### Placed standard cells, run 1

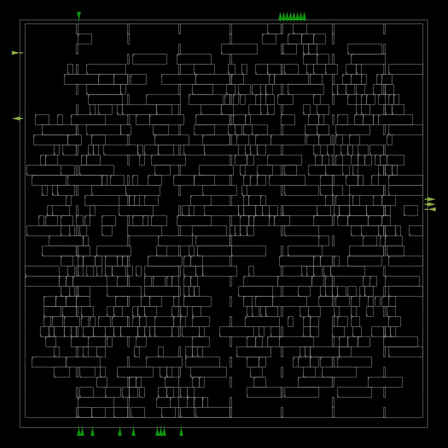
### Cell classes on the final placement, run 1

Fill, decap, tap and diode cells in grey.
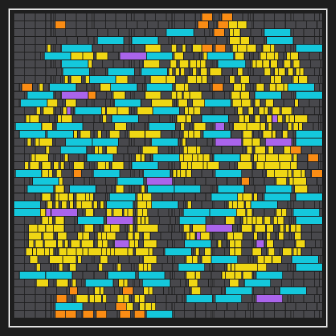
### Drive-strength map, run 1

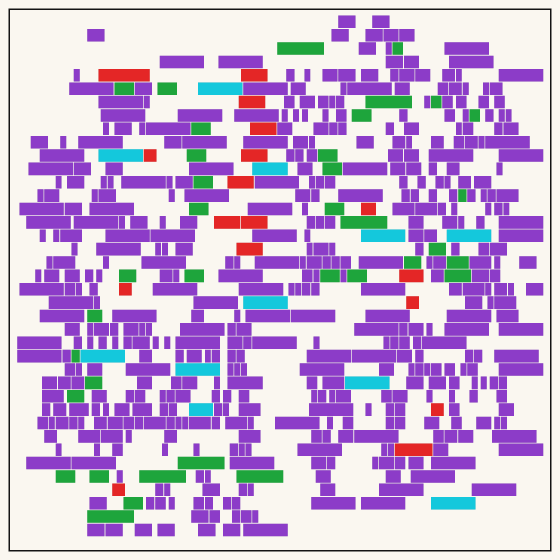
<file path="src/rtl/pulse_gen_pkg.sv">
// Shared constants, generator state encoding and the bpm clamp helper
// for the synthetic heart-pulse generator.
package pulse_gen_pkg;

  localparam int BPM_MIN       = 30;
  localparam int BPM_MAX       = 240;
  localparam int BPM_DEFAULT   = 60;
  localparam int TICKS_PER_MIN = 6000;

  localparam logic [7:0]  PERIOD_DEFAULT = 8'(TICKS_PER_MIN / BPM_DEFAULT);
  localparam logic [12:0] DIVIDEND       = 13'(TICKS_PER_MIN);

  typedef enum logic [1:0] {
    ST_IDLE = 2'd0,
    ST_HIGH = 2'd1,
    ST_LOW  = 2'd2
  } gen_state_e;

  function automatic logic [7:0] clamp_bpm(input logic [7:0] bpm);
    if (bpm < 8'(BPM_MIN)) return 8'(BPM_MIN);
    if (bpm > 8'(BPM_MAX)) return 8'(BPM_MAX);
    return bpm;
  endfunction

endpackage

</file>
<file path="src/rtl/div_ticks.sv">
// Restoring divider: 6000 / divisor over exactly 13 cycles. The divisor must
// stay stable while busy; start at any time restarts from scratch.
module div_ticks
  import pulse_gen_pkg::*;
(
  input  logic       clk,
  input  logic       rst_n,
  input  logic       start,
  input  logic [7:0] divisor,
  output logic       busy,
  output logic       done,
  output logic [7:0] quotient
);

  logic [12:0] dvd;
  logic [7:0]  rem;
  logic [3:0]  step;
  logic [8:0]  rem_sh;
  logic        fits;
  logic [7:0]  rem_nxt;

  always_comb begin
    // NOTE: every variable gets a default before any branch so no path infers a latch.
    rem_sh  = {rem, dvd[12]};
    fits    = rem_sh >= {1'b0, divisor};
    rem_nxt = rem_sh[7:0];
    if (fits) rem_nxt = 8'(rem_sh - {1'b0, divisor});
  end

  // NOTE: sequential state uses non-blocking assignments so every flop samples pre-edge values.
  always_ff @(posedge clk or negedge rst_n) begin
    if (!rst_n) begin
      busy     <= 1'b0;
      done     <= 1'b0;
      quotient <= '0;
      dvd      <= '0;
      rem      <= '0;
      step     <= '0;
    end else begin
      done <= 1'b0;
      if (start) begin
        busy <= 1'b1;
        step <= '0;
        dvd  <= DIVIDEND;
        rem  <= '0;
      end else if (busy) begin
        rem  <= rem_nxt;
        dvd  <= {dvd[11:0], fits};
        step <= step + 4'd1;
        if (step == 4'd12) begin
          busy     <= 1'b0;
          done     <= 1'b1;
          quotient <= {dvd[6:0], fits};
        end
      end
    end
  end

endmodule

</file>
<file path="src/rtl/pulse_gen.sv">
// Synthetic sensor pulse generator: tick prescaler, beat FSM and a deferred
// period update so a running beat never changes length.
module pulse_gen
  import pulse_gen_pkg::*;
#(
  parameter int TICK_DIV   = 1000000,
  parameter int HIGH_TICKS = 10
) (
  input  logic       clk,
  input  logic       rst,
  input  logic       enb,
  input  logic       load,
  input  logic [7:0] bpm_set,
  output logic       pulse_out,
  output logic       beat,
  output logic [7:0] period,
  output logic       busy
);

  localparam int         PW        = (TICK_DIV > 1) ? $clog2(TICK_DIV) : 1;
  localparam logic [7:0] HIGH_LAST = 8'(HIGH_TICKS - 1);

  logic [1:0]    rst_sync;
  logic          rst_n;
  logic [PW-1:0] presc;
  logic          tick;
  logic [7:0]    bpm_q;
  logic          done;
  logic [7:0]    quotient;
  gen_state_e    state;
  logic [7:0]    tcnt;
  logic [7:0]    low_last;
  logic [7:0]    pend;
  logic          pend_valid;
  logic          eff_valid;
  logic [7:0]    eff_val;
  logic          boundary;
  logic          apply;

  // Async assert, sync release of the internal reset.
  always_ff @(posedge clk or negedge rst) begin
    if (!rst) rst_sync <= 2'b00;
    else      rst_sync <= {rst_sync[0], 1'b1};
  end
  assign rst_n = rst_sync[1];

  always_ff @(posedge clk or negedge rst_n) begin
    if (!rst_n)                          presc <= '0;
    else if (presc == PW'(TICK_DIV - 1)) presc <= '0;
    else                                 presc <= presc + 1'b1;
  end
  assign tick = (presc == PW'(TICK_DIV - 1));

  always_ff @(posedge clk or negedge rst_n) begin
    if (!rst_n)    bpm_q <= 8'(BPM_DEFAULT);
    else if (load) bpm_q <= clamp_bpm(bpm_set);
  end

  div_ticks u_div (
    .clk      (clk),
    .rst_n    (rst_n),
    .start    (load),
    .divisor  (bpm_q),
    .busy     (busy),
    .done     (done),
    .quotient (quotient)
  );

  // A result finishing this cycle counts as pending already.
  assign eff_valid = done | pend_valid;
  assign eff_val   = done ? quotient : pend;
  assign low_last  = period - 8'(HIGH_TICKS + 1);
  assign boundary  = enb && (state == ST_LOW) && tick && (tcnt == low_last);
  assign apply     = eff_valid && ((state == ST_IDLE) || boundary);

  always_ff @(posedge clk or negedge rst_n) begin
    if (!rst_n) begin
      period     <= PERIOD_DEFAULT;
      pend       <= '0;
      pend_valid <= 1'b0;
    end else if (apply) begin
      period     <= eff_val;
      pend_valid <= 1'b0;
    end else if (done) begin
      pend       <= quotient;
      pend_valid <= 1'b1;
    end
  end

  always_ff @(posedge clk or negedge rst_n) begin
    if (!rst_n) begin
      state <= ST_IDLE;
      tcnt  <= '0;
      beat  <= 1'b0;
    end else begin
      beat <= 1'b0;
      if (!enb) begin
        state <= ST_IDLE;
        tcnt  <= '0;
      end else begin
        case (state)
          ST_IDLE: if (tick) begin
            state <= ST_HIGH;
            tcnt  <= '0;
            beat  <= 1'b1;
          end
          ST_HIGH: if (tick) begin
            if (tcnt == HIGH_LAST) begin
              state <= ST_LOW;
              tcnt  <= '0;
            end else begin
              tcnt <= tcnt + 8'd1;
            end
          end
          ST_LOW: if (tick) begin
            if (boundary) begin
              state <= ST_HIGH;
              tcnt  <= '0;
              beat  <= 1'b1;
            end else begin
              tcnt <= tcnt + 8'd1;
            end
          end
          default: begin
            state <= ST_IDLE;
            tcnt  <= '0;
          end
        endcase
      end
    end
  end

  assign pulse_out = (state == ST_HIGH);

endmodule

</file>
<file path="config.mk">
export PLATFORM = sky130hd
export DESIGN_NAME = pulse_gen
export DESIGN_NICKNAME = d
export VERILOG_FILES = /design/src/rtl/pulse_gen_pkg.sv /design/src/rtl/div_ticks.sv /design/src/rtl/pulse_gen.sv
export SDC_FILE = /design/constraint.sdc
export NUM_CORES = 1
export LEC_CHECK = 0
export CORE_UTILIZATION = 45
export DETAILED_ROUTE_END_ITERATION = 16
export GPL_ROUTABILITY_DRIVEN = 0
export REMOVE_ABC_BUFFERS = 1
export SKIP_CTS_REPAIR_TIMING = 1
export SYNTH_ARGS = -nofsm -noshare
export SYNTH_HDL_FRONTEND = slang
export SYNTH_HIERARCHICAL = 1
export SYNTH_SLANG_ARGS = --single-unit
</file>
<file path="constraint.sdc">
create_clock -name clk -period 3.8 [get_ports clk]
set_input_delay 0.57 -clock clk [delete_from_list [all_inputs] [get_ports clk]]
set_output_delay 0.57 -clock clk [all_outputs]
set_load 0.01 [all_outputs]
</file>
==> run summary, run 1 <==
CP startpoint = period[0]
Cell area after synthesis = 5230 um^2
Kind of end point of the critical path = flop
Top flop regs = presc: 20 flops, u_div/dvd: 13 flops
Number of buffers inserted by port buffering = 22
Synthesized area per cell = 9.91 um^2
Worst slack, placed = 0.622 ns
Flip-flop count of the largest register, all copies and words added = 20
Result of the run = completed
Post-layout min period = 2.83 ns
Synth Instances = 528
Skew final = 0.00788 ns
Maximum frequency from static timing analysis = 0.353 GHz
Worst setup slack for register-to-register paths = 0.97 ns
Post-Place Cells = 674
Critical Path Stages = 8
WP data required = 4.03 ns
Share of layout cells above drive strength 1 = 11.7%
Power density normalized to cell area = 448 nW/um^2
Flops out of synthesis = 93
Cell with the largest stage delay on the worst path = sky130_fd_sc_hd__or4b_4
Number of antenna cells inserted = 0
Worst Setup Slack, final = 0.969 ns
Notes on 'Placed standard cells' above:
num sequential: 93
placeable core region: 11400 um^2
final core utilization: 51.2%
Layout fillers: 1045
Cell Rows: 39

Notes on 'Cell classes on the final placement' above:
- other buffers and delay cells: orange (cells 26)
- flip-flops: cyan (cells 93)
- all other logic: yellow (cells 412)
- clock drivers and dummy loads: purple (cells 16)

Notes on 'Drive-strength map' above:
- drive 6 and up: cyan (cells 11; share 2.0%)
- drive 2: green (cells 36; share 6.6%)
- drive 1 or less: purple (cells 483; share 88%)
- drive 3 to 4: red (cells 17; share 3.1%)

run 1: Yosys cell counts, types with 4 or more instances:
master                      instances  share of area, %
sky130_fd_sc_hd__a21o_1             4              0.57
sky130_fd_sc_hd__a21oi_1           22               2.1
sky130_fd_sc_hd__a2bb2oi_1          7               1.2
sky130_fd_sc_hd__a311oi_1           7               1.2
sky130_fd_sc_hd__and3_1             5              0.60
sky130_fd_sc_hd__clkbuf_1          13              0.93
sky130_fd_sc_hd__dfrtp_1           86                41
sky130_fd_sc_hd__dfstp_2            7               3.5
sky130_fd_sc_hd__ha_1              18               4.3
sky130_fd_sc_hd__inv_1             27               1.9
sky130_fd_sc_hd__mux2_2            10               2.2
sky130_fd_sc_hd__mux2_4             8               2.3
sky130_fd_sc_hd__mux2i_1           13               2.5
sky130_fd_sc_hd__nand2_1           37               2.7
sky130_fd_sc_hd__nand2b_1           4              0.48
sky130_fd_sc_hd__nand3_1           22               2.1
sky130_fd_sc_hd__nand4_1           13               1.6
sky130_fd_sc_hd__nor2_1            54               3.9
sky130_fd_sc_hd__nor3_1             8              0.77
sky130_fd_sc_hd__o211ai_1           7               1.0
sky130_fd_sc_hd__o21ai_0           32               3.1
sky130_fd_sc_hd__o221a_2            6               1.3
sky130_fd_sc_hd__o22ai_1            9               1.1
sky130_fd_sc_hd__or3_1              8              0.96
sky130_fd_sc_hd__xnor2_1           21               3.5
sky130_fd_sc_hd__xor2_1            11               1.8
run 1: layer usage:
metal,up-vias,wire length (um),track usage [%]
met5,-,0,0
met4,0,211,7.71
met3,16,284,4.15
met2,50,5030,31.3
met1,1859,4820,23.2
li1,1929,-,-
### Nets reached from selected ports, run 1

Bar = 20 um.
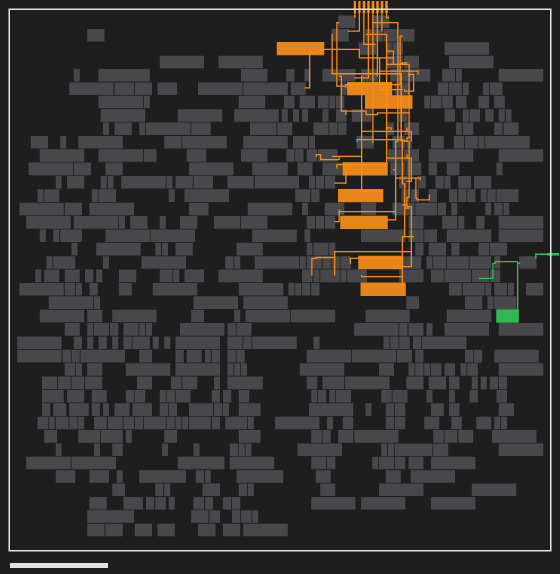

==> run 2, diff against run 1 <==
Clock period 3.8 ns to 2.5 ns, I/O delays scaled along.
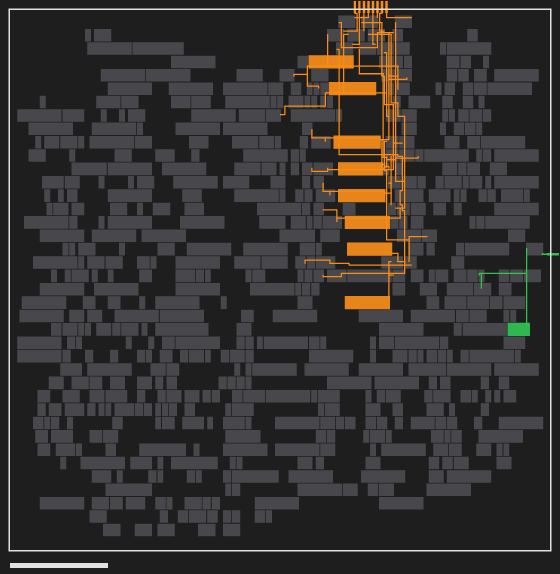
*Nets reached from selected ports, run 2*
Bar = 20 um.
- `pulse_out`: green (bits 1; direction output; end cells 1; buffers 1; wire 30.4 um)
- `period`: orange (bits 8; direction output; end cells 8; buffers 12; wire 577 um)
Ports: 23
number of buffers inserted by port buffering: 22

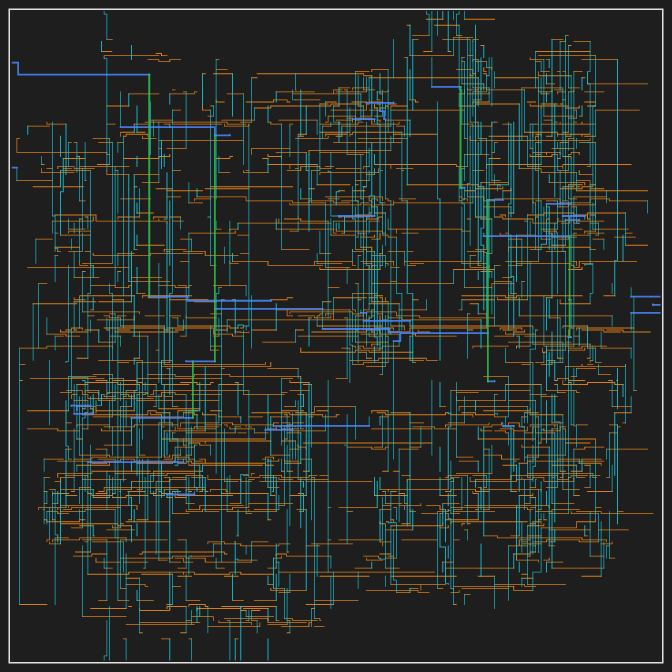
*Wiring by layer, run 2*
- met4: green (wire length 150 um)
- met2: cyan (wire length 5220 um)
- met3: blue (wire length 251 um)
- met1: orange (wire length 4950 um)
detailed-route wire length: 10.6 mm
wire length per cell after detailed routing: 14.9 um
total global-route track usage: 19.2%

==> run summary, run 2 <==
Total chip power = 4.17 mW
Power density normalized to cell area = 689 nW/um^2
Biggest register = presc
Worst-path clk slew = 0.06 ns
Layout fillers = 1039
Worst-path cell chain = ha_1, xnor2_1, nand3_1, or4b_4, nor3_4, a21o_1, nor2_8, mux2_4
Post-Place Cells = 693
Placeable core region = 11400 um^2
Total leakage power = 2.73 nW
Kind of end point of the critical path = flop
Flip-flop count of the largest register, all copies and words added = 20
Cell with the largest stage delay on the worst path = sky130_fd_sc_hd__or4b_4
Worst setup slack for register-to-register paths = 0.09 ns
Proportion of register bits with asynchronous set or reset after synthesis = 100%
Synth Instances = 528
Post-synthesis cell type with the largest combined area = sky130_fd_sc_hd__dfrtp_1
Top flop regs = presc: 20 flops, u_div/dvd: 13 flops
Maximum frequency from static timing analysis = 0.415 GHz
WP data required = 2.72 ns
Num sequential = 93
Cell Rows = 39
Most common cell in the netlist = sky130_fd_sc_hd__dfrtp_1
Top Layout Cells = sky130_fd_sc_hd__dfrtp_1, sky130_fd_sc_hd__nor2_1, sky130_fd_sc_hd__nand2_1, sky130_fd_sc_hd__o21ai_0, sky130_fd_sc_hd__inv_1
Vias = 3936
Net total in the final layout = 593
Logic inverters = 28
Relative area of non-clock buffer cells in the final design = 6.89%
List of most frequent post-synthesis cells = sky130_fd_sc_hd__dfrtp_1, sky130_fd_sc_hd__nor2_1, sky130_fd_sc_hd__nand2_1
Flops out of synthesis = 93
Area of the chip = 12100 um^2
Transition time at the pin with the least slew margin = 0.691 ns
Endpoint of the worst register-to-register path = pend[7]
Share of layout cells above drive strength 1 = 16.0%
Post-route clock period utilization = 96.4%
Post-layout min period = 2.41 ns
Comb pwr share = 25.0%
Result of the run = completed
Number of hold violations in the final report = 0
Share of the synthesized area in the top cell type = 41.1%
Number of antenna cells inserted = 0
Skew final = 0.0103 ns
Top cells by area in the synthesized netlist = sky130_fd_sc_hd__dfrtp_1, sky130_fd_sc_hd__ha_1, sky130_fd_sc_hd__nor2_1
Synthesized area per cell = 9.91 um^2
Cell area after synthesis = 5230 um^2
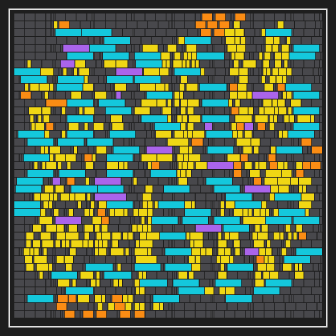
*Cell classes on the final placement, run 2*
Fill, decap, tap and diode cells in grey.
- other buffers and delay cells: orange (cells 46)
- all other logic: yellow (cells 412)
- flip-flops: cyan (cells 93)
- clock drivers and dummy loads: purple (cells 16)
Non-Filler Cell Area, Final: 6050 um^2
final core utilization: 53.2%
flop share of the area: 38.7%

run 2: kinds of logic after synthesis:
kind of cell / Yosys count / share of synthesized area (%)
and+or+nand+nor: 182 / 18.3
AOI/OAI and AO/OA: 119 / 15.8
DFF: 93 / 44.6
buffers and inverters: 51 / 4.28
xor gates and xnor gates: 32 / 5.36
muxes: 31 / 6.93
adders and majority gates: 19 / 4.69
other: 1 / 0.0717
run 2: worst max-delay path, delay by kind of cell (launching register included):
kind	cells	cell delay, ns
DFF	1	0.38
adders and majority gates	1	0.31
xor gates and xnor gates	1	0.13
and+or+nand+nor	4	0.90
muxes	1	0.31
AOI/OAI and AO/OA	1	0.27
run 2: per-stage QoR:
stage / worst slack [ns] / setup TNS (ns) / instance area [um^2] / hold WS, ns
detailed placement: -0.115 / -1.98 / 5700 / 0.335
floorplan: -0.270 / -23.52 / 5110 / 0.0794
global placement: -0.103 / -1.65 / 5700 / 0.336
global route: -0.0322 / -0.215 / 6050 / 0.188
finish: 0.0891 / 0 / 6050 / 0.191
CTS: 0.0363 / 0 / 6010 / 0.180
run 2: worst max path at each step:
| stage | end | from | cells after the start | slack [ns] |
|---|---|---|---|---|
| after floorplan | beat | rst_sync[1] | 0 | -0.27 |
| after detailed placement | pend[1] | enb | 8 | -0.12 |
| after CTS | pend[7] | state[0] | 9 | 0.04 |
| final | pend[7] | period[0] | 8 | 0.09 |
| after global routing | pend[5] | period[0] | 8 | -0.03 |
| after global placement | pend[7] | enb | 8 | -0.10 |
run 2: layer usage:
metal | track usage (%) | part of all wire (%) | up-vias
met2 | 32.3 | 49 | 56
met4 | 6.67 | 1.4 | 0
met5 | 0 | 0 | -
met1 | 24.4 | 47 | 1900
met3 | 3.97 | 2.4 | 14
li1 | - | - | 1966
Power and IR drop assume default switching activity.
